### src/rtl/neuron_requant_if.sv
// Sum/bias intake and activation output bundle for the requantisation stage.
// The master side produces sums and consumes activations.
interface neuron_requant_if #(
    parameter int BITS = 8
);
    logic                   sum_valid;
    logic                   sum_ready;
    logic signed [BITS+24:0] sum_in;
    logic signed [BITS+16:0] bias_in;
    logic                   out_valid;
    logic                   out_ready;
    logic [BITS-1:0]        out_data;
    logic [7:0]             out_index;
    logic                   out_last;
    logic                   sat_flag;

    modport master (
        output sum_valid, sum_in, bias_in, out_ready,
        input  sum_ready, out_valid, out_data, out_index, out_last, sat_flag
    );

    modport slave (
        input  sum_valid, sum_in, bias_in, out_ready,
        output sum_ready, out_valid, out_data, out_index, out_last, sat_flag
    );
endinterface

### src/rtl/neuron_requant.sv
// Adds bias to an accumulated dot product, rescales with round-half-up,
// applies ReLU and unsigned saturation, and hands out one activation per neuron.
module neuron_requant #(
    parameter int BITS    = 8,
    parameter int SHIFT   = 8,
    parameter int NEURONS = 10
) (
    input  logic             clk,
    input  logic             rstn,
    neuron_requant_if.slave  bus
);
    localparam int AW = BITS + 26;
    localparam int RW = BITS + 27;
    // Shifting a one up and back down yields 2^(SHIFT-1), or zero when SHIFT is 0.
    localparam logic signed [RW-1:0] RND      = (RW'(1) << SHIFT) >> 1;
    localparam logic [BITS-1:0]      MAX_ACT  = '1;
    localparam logic [7:0]           LAST_IDX = 8'(NEURONS - 1);

    typedef enum logic [1:0] {
        IDLE  = 2'd0,
        SCALE = 2'd1,
        HOLD  = 2'd2
    } state_t;

    state_t                 state_q;
    logic signed [AW-1:0]   acc_q;
    logic [BITS-1:0]        out_data_q;
    logic [7:0]             out_index_q;
    logic                   sat_q;

    logic signed [AW-1:0]   acc_d;
    logic [BITS:0]          res_d;
    logic [7:0]             out_index_d;
    logic                   sum_ready_s;
    logic                   out_valid_s;

    // Returns {clipped_high, activation}; the extra headroom bit keeps the rounding add exact.
    function automatic logic [BITS:0] requant(input logic signed [AW-1:0] acc);
        logic signed [RW-1:0] r;
        r = ($signed({acc[AW-1], acc}) + RND) >>> SHIFT;
        if (r[RW-1]) begin
            return {1'b0, {BITS{1'b0}}};
        end else if (|r[RW-2:BITS]) begin
            return {1'b1, MAX_ACT};
        end else begin
            return {1'b0, r[BITS-1:0]};
        end
    endfunction

    assign acc_d       = AW'(bus.sum_in) + AW'(bus.bias_in);
    assign res_d       = requant(acc_q);
    assign out_index_d = (out_index_q == LAST_IDX) ? 8'd0 : out_index_q + 8'd1;

    // Handshake flags are masked by rstn so both read low while reset is held.
    assign sum_ready_s = rstn && (state_q == IDLE);
    assign out_valid_s = rstn && (state_q == HOLD);

    assign bus.sum_ready = sum_ready_s;
    assign bus.out_valid = out_valid_s;
    assign bus.out_data  = out_data_q;
    assign bus.out_index = out_index_q;
    assign bus.out_last  = out_valid_s && (out_index_q == LAST_IDX);
    assign bus.sat_flag  = sat_q;

    // Control FSM with the datapath registers it owns.
    always_ff @(posedge clk) begin
        if (!rstn) begin
            state_q     <= IDLE;
            acc_q       <= '0;
            out_data_q  <= '0;
            out_index_q <= 8'd0;
            sat_q       <= 1'b0;
        end else begin
            case (state_q)
                IDLE: begin
                    if (bus.sum_valid) begin
                        acc_q   <= acc_d;
                        state_q <= SCALE;
                    end else begin
                        state_q <= IDLE;
                    end
                end
                SCALE: begin
                    out_data_q <= res_d[BITS-1:0];
                    if (res_d[BITS]) begin
                        sat_q <= 1'b1;
                    end else begin
                        sat_q <= sat_q;
                    end
                    state_q <= HOLD;
                end
                HOLD: begin
                    if (bus.out_ready) begin
                        out_index_q <= out_index_d;
                        state_q     <= IDLE;
                    end else begin
                        state_q <= HOLD;
                    end
                end
                default: begin
                    state_q <= IDLE;
                end
            endcase
        end
    end
endmodule

### src/flat_wrapper.sv
// flat-port wrapper written by rule: the top's interface ports become plain ports
module neuron_requant_flat 
#(
    parameter int BITS    = 8,
    parameter int SHIFT   = 8,
    parameter int NEURONS = 10
)
  (clk, rstn, bus_sum_valid, bus_sum_in, bus_bias_in, bus_out_ready, bus_sum_ready, bus_out_valid, bus_out_data, bus_out_index, bus_out_last, bus_sat_flag);
  neuron_requant_if #(.BITS(BITS)) bus_i ();
  input  logic clk;
  input  logic rstn;
  input wire logic [$bits(bus_i.sum_valid)-1:0] bus_sum_valid;
  input wire logic [$bits(bus_i.sum_in)-1:0] bus_sum_in;
  input wire logic [$bits(bus_i.bias_in)-1:0] bus_bias_in;
  input wire logic [$bits(bus_i.out_ready)-1:0] bus_out_ready;
  output wire logic [$bits(bus_i.sum_ready)-1:0] bus_sum_ready;
  output wire logic [$bits(bus_i.out_valid)-1:0] bus_out_valid;
  output wire logic [$bits(bus_i.out_data)-1:0] bus_out_data;
  output wire logic [$bits(bus_i.out_index)-1:0] bus_out_index;
  output wire logic [$bits(bus_i.out_last)-1:0] bus_out_last;
  output wire logic [$bits(bus_i.sat_flag)-1:0] bus_sat_flag;
  assign bus_i.sum_valid = bus_sum_valid;
  assign bus_i.sum_in = bus_sum_in;
  assign bus_i.bias_in = bus_bias_in;
  assign bus_i.out_ready = bus_out_ready;
  assign bus_sum_ready = bus_i.sum_ready;
  assign bus_out_valid = bus_i.out_valid;
  assign bus_out_data = bus_i.out_data;
  assign bus_out_index = bus_i.out_index;
  assign bus_out_last = bus_i.out_last;
  assign bus_sat_flag = bus_i.sat_flag;
  neuron_requant #(.BITS(BITS), .SHIFT(SHIFT), .NEURONS(NEURONS)) u_core (.clk(clk), .rstn(rstn), .bus(bus_i));
endmodule
### config.mk
export PLATFORM = sky130hd
export DESIGN_NAME = neuron_requant_flat
export DESIGN_NICKNAME = d
export VERILOG_FILES = /design/src/rtl/neuron_requant_if.sv /design/src/rtl/neuron_requant.sv /design/src/flat_wrapper.sv
export SDC_FILE = /design/constraint.sdc
export NUM_CORES = 1
export LEC_CHECK = 0
export CORE_MARGIN = 5
export CORE_UTILIZATION = 45
export CTS_CLUSTER_SIZE = 30
export DETAILED_ROUTE_END_ITERATION = 7
export GPL_TIMING_DRIVEN = 1
export HOLD_SLACK_MARGIN = 0.02
export PLACE_DENSITY = 0.75
export SYNTH_ARGS = -nofsm -noshare
export SYNTH_HDL_FRONTEND = slang
export SYNTH_SLANG_ARGS = --single-unit
export TNS_END_PERCENT = 5
### constraint.sdc
create_clock -name clk -period 3.2 [get_ports clk]
set_input_delay 0.64 -clock clk [delete_from_list [all_inputs] [get_ports clk]]
set_output_delay 0.64 -clock clk [all_outputs]
set_load 0.005 [all_outputs]
power_grid.png
Scale bar: 20 um. Pins as bars on the die edge.
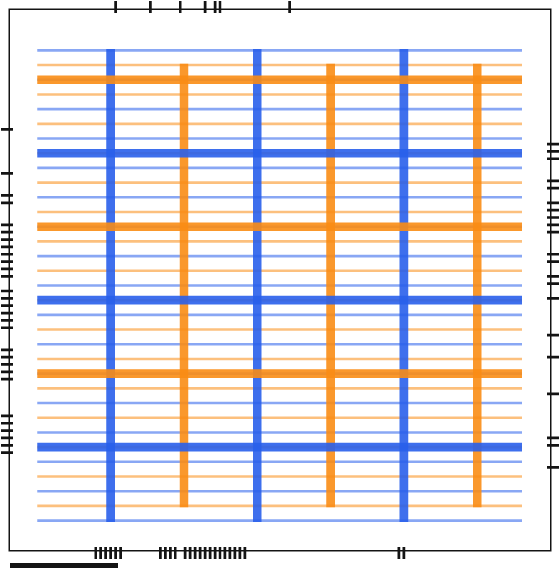
- VSS: blue
- VDD: orange
- met5 straps: 6
- rows: 32
- met1 rails: 33
- signal pins: 82
CORE AREA: 7810 um2
Die H: 100 um
maximum vdd drop: 187 uV
Die Width: 100 um

placement_by_type.png
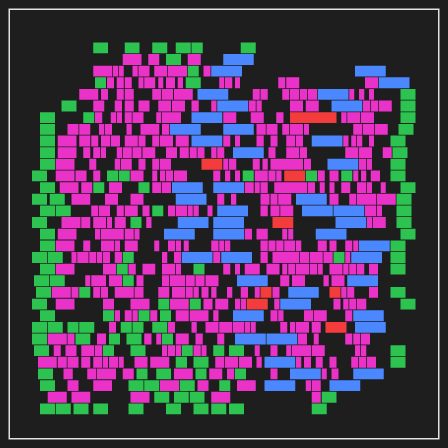
- other buffers and delay cells: green (cells 118)
- combinational and other logic: magenta (cells 415)
- clock drivers and dummy loads: red (cells 8)
- flops: blue (cells 46)
FP Rows: 32
Design Area, Final: 4920 um2
Final Core Density: 63.0%
flop share of the area: 18.7%

clk_routes.png
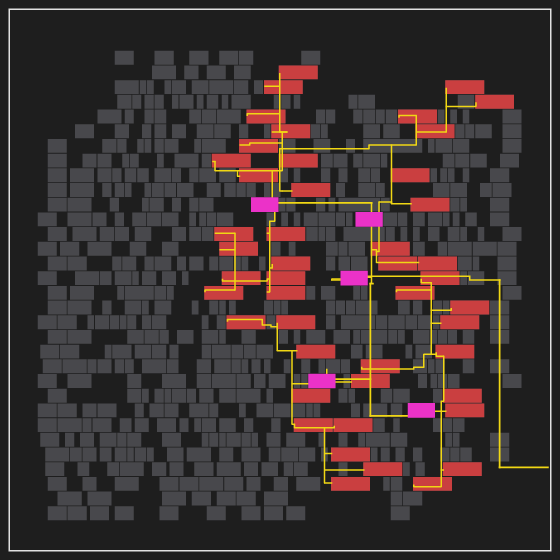
- clock wires: yellow (length 538 um)
- clock drivers: magenta (count 5)
- flip-flops: red (count 46)
- routed clock nets: 6
Clk. pwr: 431 uW
Skew-Pair Late Insertion Delay: 0.30 ns
clock network power share: 24.7%
final setup skew: 0.00845 ns

wires.png
Scale bar: 20 um.
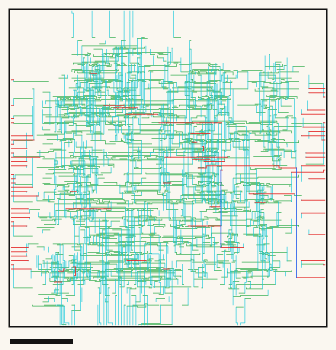
- metal 2: cyan (wire length 4160 um)
- metal 1: green (wire length 4480 um)
- metal 4: blue (wire length 59.2 um)
- metal 3: red (wire length 421 um)
Routed WL per cell: 13.2 um
WL final: 9.12 mm

==> results_dict.tcl <==
# flow metrics
set metrics [dict create \
    status "complete, no violations" \
    period_used_pct 95.9 \
    hpwl_mm 7.60 \
    sw_frac_of_total_pct 32.0 \
    max_stage_delay_ns 0.42 \
    synth.avg_cell_area_um2 7.62 \
    hold_viol 0 \
    startpoint_type "input port" \
    seqPwrFrac_pct 39.0 \
    rsz0062_at_grt "false" \
    cts.clk_slew.worst_paths_ns 0.09 \
    num-fill-cells 704 \
    syn_inst 478 \
    warning_count 27 \
    worst_slack_ns 0.130 \
    dp.cells 681 \
    grt-ovfl-total 0 \
    tritoncts "built" \
    p_total_mw 1.75 \
    route.antenna.remaining_nets 0 \
    cts.sinks 46 \
    p_switching_uw 558 \
    num_vias 3762 \
    p_comb_share_pct 36.3 \
    ys_chip_area_um2 3640 \
    synth_flop_count 46 \
    grt_start_max_net_pins 19 \
    grt.total_usage_pct 18.8 \
    netlist_area_um2 3640 \
    grt_pass1_wl_mm 15.9 \
    numCtsBuffers 5 \
    netlist.area_leader.share_pct 25.3 \
    vias_per_cell 5.46 \
    postSynthSeqShare_pct 25.3 \
    cp-startpoint "bus_bias_in[4]" \
    clock_path_buffers 2 \
    worst_slew_pin_slew_ns 0.659 \
    flop_area_um2 921 \
    nNetsFinal 683 \
    hold_ws_ns 0.457 \
    drt_iter0_drc 145 \
    crit_chain "clkdlybuf4s50_1, ha_1, a21o_1, a21oi_2, a31oi_2, a211o_1, a2111oi_2, o21ai_2, a211oi_2, xor2_1, o21ai_0" \
    post-place-ws_ns -0.219 \
    worstPathRequired_ns 3.39 \
    critical-path-top-delay-family "AND-OR/OR-AND gates" \
    io_pins 82 \
    p_per_area_nw_per_um2 355 \
    fp_util_pct 46.6 \
    arrival_ns 3.26 \
    critPathKind "in2reg" \
    wl_met3_um 421 \
    first_pass_iters 5 \
    min_period_ns 3.07 \
    area_leaders "dfxtp_1, ha_1, a21oi_1" \
    flop_cell "dfxtp_1" \
    edf_count 0 \
    final-setup-viol-count 0 \
    comb_area_um2 2630 \
    syn_nets 575 \
    setup-tns-final_ns 0 \
    post-route-drc-count 0 \
    antenna_found_initial 0 \
    yosysTopAreaCell "dfxtp_1" \
    ys_cells 478 \
]
-- Yosys cell counts (all sizes together) (3+ instances only) --
library cell  instances
dfxtp                46
a21oi                50
nand4                11
xnor2                22
nor3                 11
nand2                57
and2                 15
nor2b                 6
nor2                 40
inv                   9
o21ai                37
a31oi                 9
nor4                  3
o21bai                4
a211oi                6
xor2                 19
ha                   35
a211o                 3
nand3                25
o211ai                5
clkbuf               15
and3                  9
a21o                 11
o2111ai               3
-- sequential cells by signal (all words and copies together) (netlist names) --
| register | flops |
|---|---|
| u_core.acc_q | 27 |
| u_core.bus.sat_flag | 1 |
| u_core.bus.out_data | 8 |
| u_core.bus.out_index | 8 |
| u_core.state_q | 2 |
-- metal layers --
metal  vias to the layer above  global-route usage [%]
li1                       1951                       -
met1                      1708                    25.6
met2                        98                    31.7
met3                         5                    2.57
met4                         0                    3.68
met5                         -                       0
-- kinds of logic (layout without fill, tap and decap cells) --
group           after synthesis  count (layout)  synth area share (%)
compound gates              141             141                  23.8
buf+inv                      27             136                  2.92
fa+ha+maj                    35              35                  12.0
simple gates                187             187                  25.8
xor+xnor                     41              41                  9.86
mux                           1               1                 0.275
flops                        46              46                  25.3
-- cell type report --
class | instances | share of cell area [%]
multi-input cells | 405 | 53.5
clock inverters | 3 | 0.915
well taps | 102 | 2.59
clock buffers | 5 | 1.40
flip-flops and latches | 46 | 18.7
repair buffers | 118 | 22.1
inverters | 10 | 0.763
-- worst paths after layout --
path	end	slack, ns	cells after the start
worst max register to register	u_core.bus.out_data[6]	0.44	9
worst max-delay path	u_core.acc_q[32]	0.13	11
worst min-delay path	u_core.bus.sat_flag	0.46	2
worst min register to register	u_core.bus.sat_flag	0.46	2
Power and IR drop assume default switching activity.
